**src/rtl/hamming_code_decoder.sv**
```systemverilog
// Hamming(7,4) SEC decoder, 2-stage valid/ready pipe; optional error counter via HAMMING_DEC_ERR_CNT_EN.
// Latency: 2 edges from input transfer to out_valid; 1 word/clock sustained.
// Backpressure: in_ready combinational from out_ready; holds 2 words, outputs stable while stalled.
module hamming_code_decoder #(
    parameter int CNT_W = 8
) (
    input  logic             clk,
    input  logic             rst,
    input  logic             in_valid,
    output logic             in_ready,
    input  logic [7:1]       code_in,
    input  logic             parity_type,
    output logic             out_valid,
    input  logic             out_ready,
    output logic [4:1]       data_out,
    output logic             err_detected,
    output logic [3:1]       err_pos,
    input  logic             cnt_clr,
    output logic [CNT_W-1:0] err_count
);

    logic       s1_valid_q;
    logic [7:1] s1_code_q;
    logic       s1_pt_q;

    logic       out_valid_q;
    logic [4:1] data_q;
    logic       err_q;
    logic [3:1] pos_q;

    logic [3:1] syn_d;
    logic [4:1] data_d;
    logic       s2_load;
    logic       s1_adv;

    assign s2_load  = !out_valid_q || out_ready;
    assign s1_adv   = !s1_valid_q || s2_load;
    assign in_ready = s1_adv && !rst;

    always_ff @(posedge clk) begin
        if (rst) begin
            s1_valid_q <= 1'b0;
            s1_code_q  <= '0;
            s1_pt_q    <= 1'b0;
        end else if (s1_adv) begin
            s1_valid_q <= in_valid;
            if (in_valid) begin
                s1_code_q <= code_in;
                s1_pt_q   <= parity_type;
            end
        end
    end

    always_comb begin
        syn_d[1] = ^{s1_code_q[1], s1_code_q[3], s1_code_q[5], s1_code_q[7], s1_pt_q};
        syn_d[2] = ^{s1_code_q[2], s1_code_q[3], s1_code_q[6], s1_code_q[7], s1_pt_q};
        syn_d[3] = ^{s1_code_q[4], s1_code_q[5], s1_code_q[6], s1_code_q[7], s1_pt_q};
        // Only data positions need the flip; a parity-position error leaves data untouched.
        data_d[1] = s1_code_q[3] ^ (syn_d == 3'd3);
        data_d[2] = s1_code_q[5] ^ (syn_d == 3'd5);
        data_d[3] = s1_code_q[6] ^ (syn_d == 3'd6);
        data_d[4] = s1_code_q[7] ^ (syn_d == 3'd7);
    end

    always_ff @(posedge clk) begin
        if (rst) begin
            out_valid_q <= 1'b0;
            data_q      <= '0;
            err_q       <= 1'b0;
            pos_q       <= '0;
        end else if (s2_load) begin
            out_valid_q <= s1_valid_q;
            if (s1_valid_q) begin
                data_q <= data_d;
                err_q  <= (syn_d != 3'd0);
                pos_q  <= syn_d;
            end
        end
    end

    assign out_valid    = out_valid_q;
    assign data_out     = data_q;
    assign err_detected = err_q;
    assign err_pos      = pos_q;

`ifdef HAMMING_DEC_ERR_CNT_EN
    logic [CNT_W-1:0] cnt_q;
    logic [CNT_W-1:0] cnt_d;

    always_comb begin
        cnt_d = cnt_q;
        if (cnt_clr) begin
            cnt_d = '0;
        end else if (out_valid_q && out_ready && err_q && (cnt_q != '1)) begin
            cnt_d = cnt_q + CNT_W'(1);
        end
    end

    always_ff @(posedge clk) begin
        if (rst) begin
            cnt_q <= '0;
        end else begin
            cnt_q <= cnt_d;
        end
    end

    assign err_count = cnt_q;
`else
    logic unused_cnt_clr;
    assign unused_cnt_clr = cnt_clr;
    assign err_count      = '0;
`endif

endmodule

```
**config.mk**
```make
export PLATFORM = sky130hd
export DESIGN_NAME = hamming_code_decoder
export DESIGN_NICKNAME = d
export VERILOG_FILES = /design/src/rtl/hamming_code_decoder.sv
export SDC_FILE = /design/constraint.sdc
export NUM_CORES = 1
export LEC_CHECK = 0
export ABC_CLOCK_PERIOD_IN_PS = 3500
export CAP_MARGIN = 20
export CORE_ASPECT_RATIO = 0.8
export CORE_MARGIN = 5
export CORE_UTILIZATION = 35
export DETAILED_ROUTE_END_ITERATION = 10
export GPL_TIMING_DRIVEN = 1
export PLACE_DENSITY = 0.66
export SLEW_MARGIN = 10
export SYNTH_ARGS = -nofsm -noshare
export SYNTH_HDL_FRONTEND = slang
export SYNTH_SLANG_ARGS = --single-unit
```
**constraint.sdc**
```tcl
create_clock -name clk -period 3.5 [get_ports clk]
set_input_delay 0.35 -clock clk [delete_from_list [all_inputs] [get_ports clk]]
set_output_delay 0.35 -clock clk [all_outputs]
set_load 0.01 [all_outputs]
```
Figure 1. Placement by cell class.
Drawn at 4 px/µm.
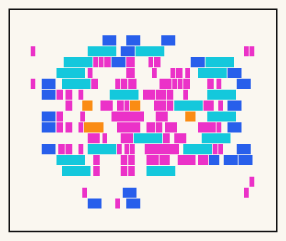
legend:
  flops:
    colour: cyan
    cells: 18
    share_of_their_area: 33%
  other buffers and delay cells:
    colour: blue
    cells: 22
    share_of_their_area: 20%
  clock drivers and dummy loads:
    colour: orange
    cells: 4
    share_of_their_area: 3.3%
  combinational and other logic:
    colour: magenta
    cells: 82
    share_of_their_area: 44%

Figure 2. Pin map.
Drawn at 6 px/µm. Pins as bars across the die edge, other pins in grey.
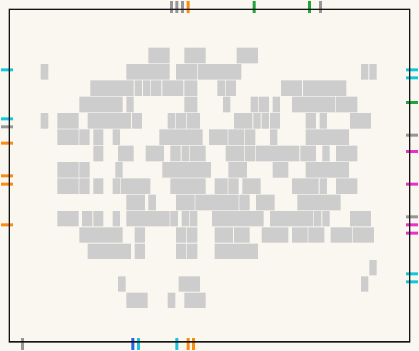
legend:
  parity_type:
    colour: blue
    pins: 1
    direction: input
    edge: south
  err_pos:
    colour: green
    pins: 3
    direction: output
    edge: 2 north, 1 east
  code_in:
    colour: orange
    pins: 7
    direction: input
    edge: 4 west, 2 south, 1 north
  err_count:
    colour: cyan
    pins: 8
    direction: output
    edge: 4 east, 2 west, 2 south
  data_out:
    colour: magenta
    pins: 4
    direction: output
    edge: east

==> run_results.csv <==
group,metric,value,unit
run_status,outcome,"finished, final reports clean",
final_timing,max_freq,503,MHz
layout,lay_top_cells,"clkdlybuf4s50_1, dfxtp_1, a21oi_1",
setup_path,critical-path-slowest-cell,"clkdlybuf4s50_1",
floorplanning,dieArea,3670,µm²
clocking,cts_tree,"done",
logic_synthesis,synth_flop_count,18,
setup_path,cpMostUsedCell,"clkdlybuf4s50_1",
clocking,root_buffer,"clkbuf_4",
floorplanning,core_util_floorplan,36.6,%
layout,layout.cells.non_filler,162,
detailed_routing,drt_iter0_drc,14,
power,p_per_area,419,nW/µm²
final_timing,layout_setup_ws,1.51,ns
final_timing,tightest_slew,0.706,ns
setup_path,path_cells,"clkdlybuf4s50_1 > nor2b_1 > a21oi_1 > clkdlybuf4s50_1",
placement,dpl.hpwl,1290,µm
layout,drive_gt1_share,7.14,%
logic_synthesis,synth_area,893,µm²
logic_synthesis,ys_cells,105,
placement,place_ws,1.50,ns
placement,place_area,1110,µm²
clocking,htree_levels,1,
clocking,clock-sinks,18,
clocking,cts_resized,0,
final_timing,finalCriticalPeriod,1.99,ns
global_route,grt_pass1_vias,644,
layout,fin_area,1140,µm²
final_timing,fin_tns_setup,0,ns
setup_path,startpoint_type,"input pin",
setup_path,critical_path.max_fanout,6,
final_timing,setup_viol,0,
global_route,grt_first_pass_wirelength,2770,µm
clocking,cts_hold_buf,0,
setup_path,critPathKind,"in2out",
floorplanning,pin_count,31,
setup_path,timing.critical_path.buf_inv,2,
power,leakage,0.432,nW
global_route,grt_start_max_net_pins,20,
clocking,numCtsBuffers,3,
detailed_routing,via_per_inst,4.54,
job,drv_cap,0,
logic_synthesis,yosys.stat.seqShare,40.3,%
logic_synthesis,flop_cell,"dfxtp_1",
clocking,cts_setup_buffers,0,
floorplanning,placementRows,16,
placement,placed_cells,158,
logic_synthesis,edf_count,0,
final_timing,rsz0062_at_grt,"false",
layout,final_layout_top_logic_cell,"clkdlybuf4s50_1",
setup_path,crit_path_end_kind,"output port",
floorplanning,die_width,66.5,µm
detailed_routing,drc,0,
setup_path,worstPathArrival,1.64,ns
job,tool_warnings,27,
power,power,0.000479,W
clocking,path_clk_slew,0.10,ns
global_route,grt_overflow,0,
logic_synthesis,yosysWarnings,0,
setup_path,cp.required,3.15,ns
floorplanning,core,2440,µm²
final_timing,slew_headroom,52.9,%
logic_synthesis,syn_inst,105,
clocking,clk_latency,0.29,ns
logic_synthesis,syn_area_per_cell,8.51,µm²
detailed_routing,drt_first_pass_iters,4,
global_route,antenna_found_initial,0,
final_timing,skew,0.00456,ns
floorplanning,dieHeight,55.2,µm
placement,port_buffers,21,
placement,routabilityCongestion,0.717,
logic_synthesis,synthArstFlopShare,0,%
final_timing,hold_viol_final,0,
final_timing,finalClockPeriodUsage,56.8,%
power,peakVddDrop,0.000181,V
layout,area_growth,28.0,%
min_path,hold_class,"reg2reg",
layout,num-nets-final,140,
layout,diodes,0,
setup_path,cp_slowest_stage_delay,0.48,ns
logic_synthesis,synth_cell_types,22,
clocking,cts_buffer_depth,2,
detailed_routing,antenna_left,0,
logic_synthesis,ys_area,893,µm²
final_timing,slew_viol_final,0,
setup_path,crit_family,"buffers and inverters",
Figure 3. Metal layers overlaid.
Drawn at 4 px/µm.
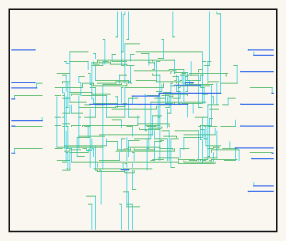
legend:
  metal 1:
    colour: green
    wire_length: 773 µm
  metal 3:
    colour: blue
    wire_length: 146 µm
  metal 2:
    colour: cyan
    wire_length: 727 µm
Routed WL per cell: 10.2 µm
gr usage total: 10.1%
final WL: 1650 µm
vias: 736

==> path summary, 6_finish.rpt <==
kind	startpoint	endpoint	slack, ns	cells after the start
setup reg to reg	s1_pt_q	data_out[4]	1.66	5
setup / recovery	out_ready	in_ready	1.51	4
hold reg to reg	s1_code_q[4]	s1_code_q[4]	0.46	2
hold / removal	s1_code_q[4]	s1_code_q[4]	0.46	2
==> where the power goes <==
part	switching [W]	internal, W
clock network	0.0000634	0.0000634
registers	0.00000989	0.000219
logic	0.0000598	0.0000641
==> synthesized netlist by cell type (all sizes together), types with 3 or more instances <==
cell,count,area (µm²)
a21oi,14,70.1
nor2,13,48.8
a211oi,4,40.0
nand3,10,50.1
nand2,12,45.0
dfxtp,18,360
clkbuf,3,11.3
xnor2,7,68.8
xor2,4,35.0
buf,9,63.8
==> final cells by class <==
| type | instances | area [µm²] |
|---|---|---|
| Multi-Input combinational cell | 82 | 484 |
| Sequential cell | 18 | 360 |
| Tap cell | 36 | 45.0 |
| Clock buffer | 4 | 36.3 |
| Timing Repair Buffer | 22 | 218 |
| Fill cell | 259 | 1300 |
==> layer usage <==
layer  wire, µm  global-route usage, %  share of wire (%)
met5          0                      0                  0
met4          0                   2.03                  0
met3        146                   4.44                8.9
met2        727                   15.5                 44
met1        772                   13.1                 47
==> tightest hold or removal path: stages (launching register included) <==
cell and delay [ns]:
dfxtp_1 0.32, nand2_1 0.05, a21oi_1 0.05
==> cell families (layout without fill, tap and decap cells) <==
group,Yosys count,in the layout,share of synthesized area (%)
and+or+nand+nor,42,42,20.9
buffers and inverters,12,26,8.40
AOI/OAI and AO/OA,19,19,13.2
xor gates and xnor gates,13,13,16.8
DFF,18,18,40.3
other,1,8,0.420
==> per-stage QoR <==
| step | hold slack [ns] | utilization, % |
|---|---|---|
| finish | 0.463 | 46.8 |
| global route | 0.481 | 46.8 |
| CTS | 0.465 | 46.8 |
| detailed placement | 0.451 | 45.3 |
| global placement | 0.449 | 45.3 |
| floorplan | 0.437 | - |
==> registers in the layout, indices dropped and copies added, names as in the netlist <==
register and cells:
s1_code_q 7, s1_valid_q 1, err_pos 3, data_out 4, err_detected 1, s1_pt_q 1
out_valid 1
Power figures rest on the tool's default switching activity, not on a simulated workload.
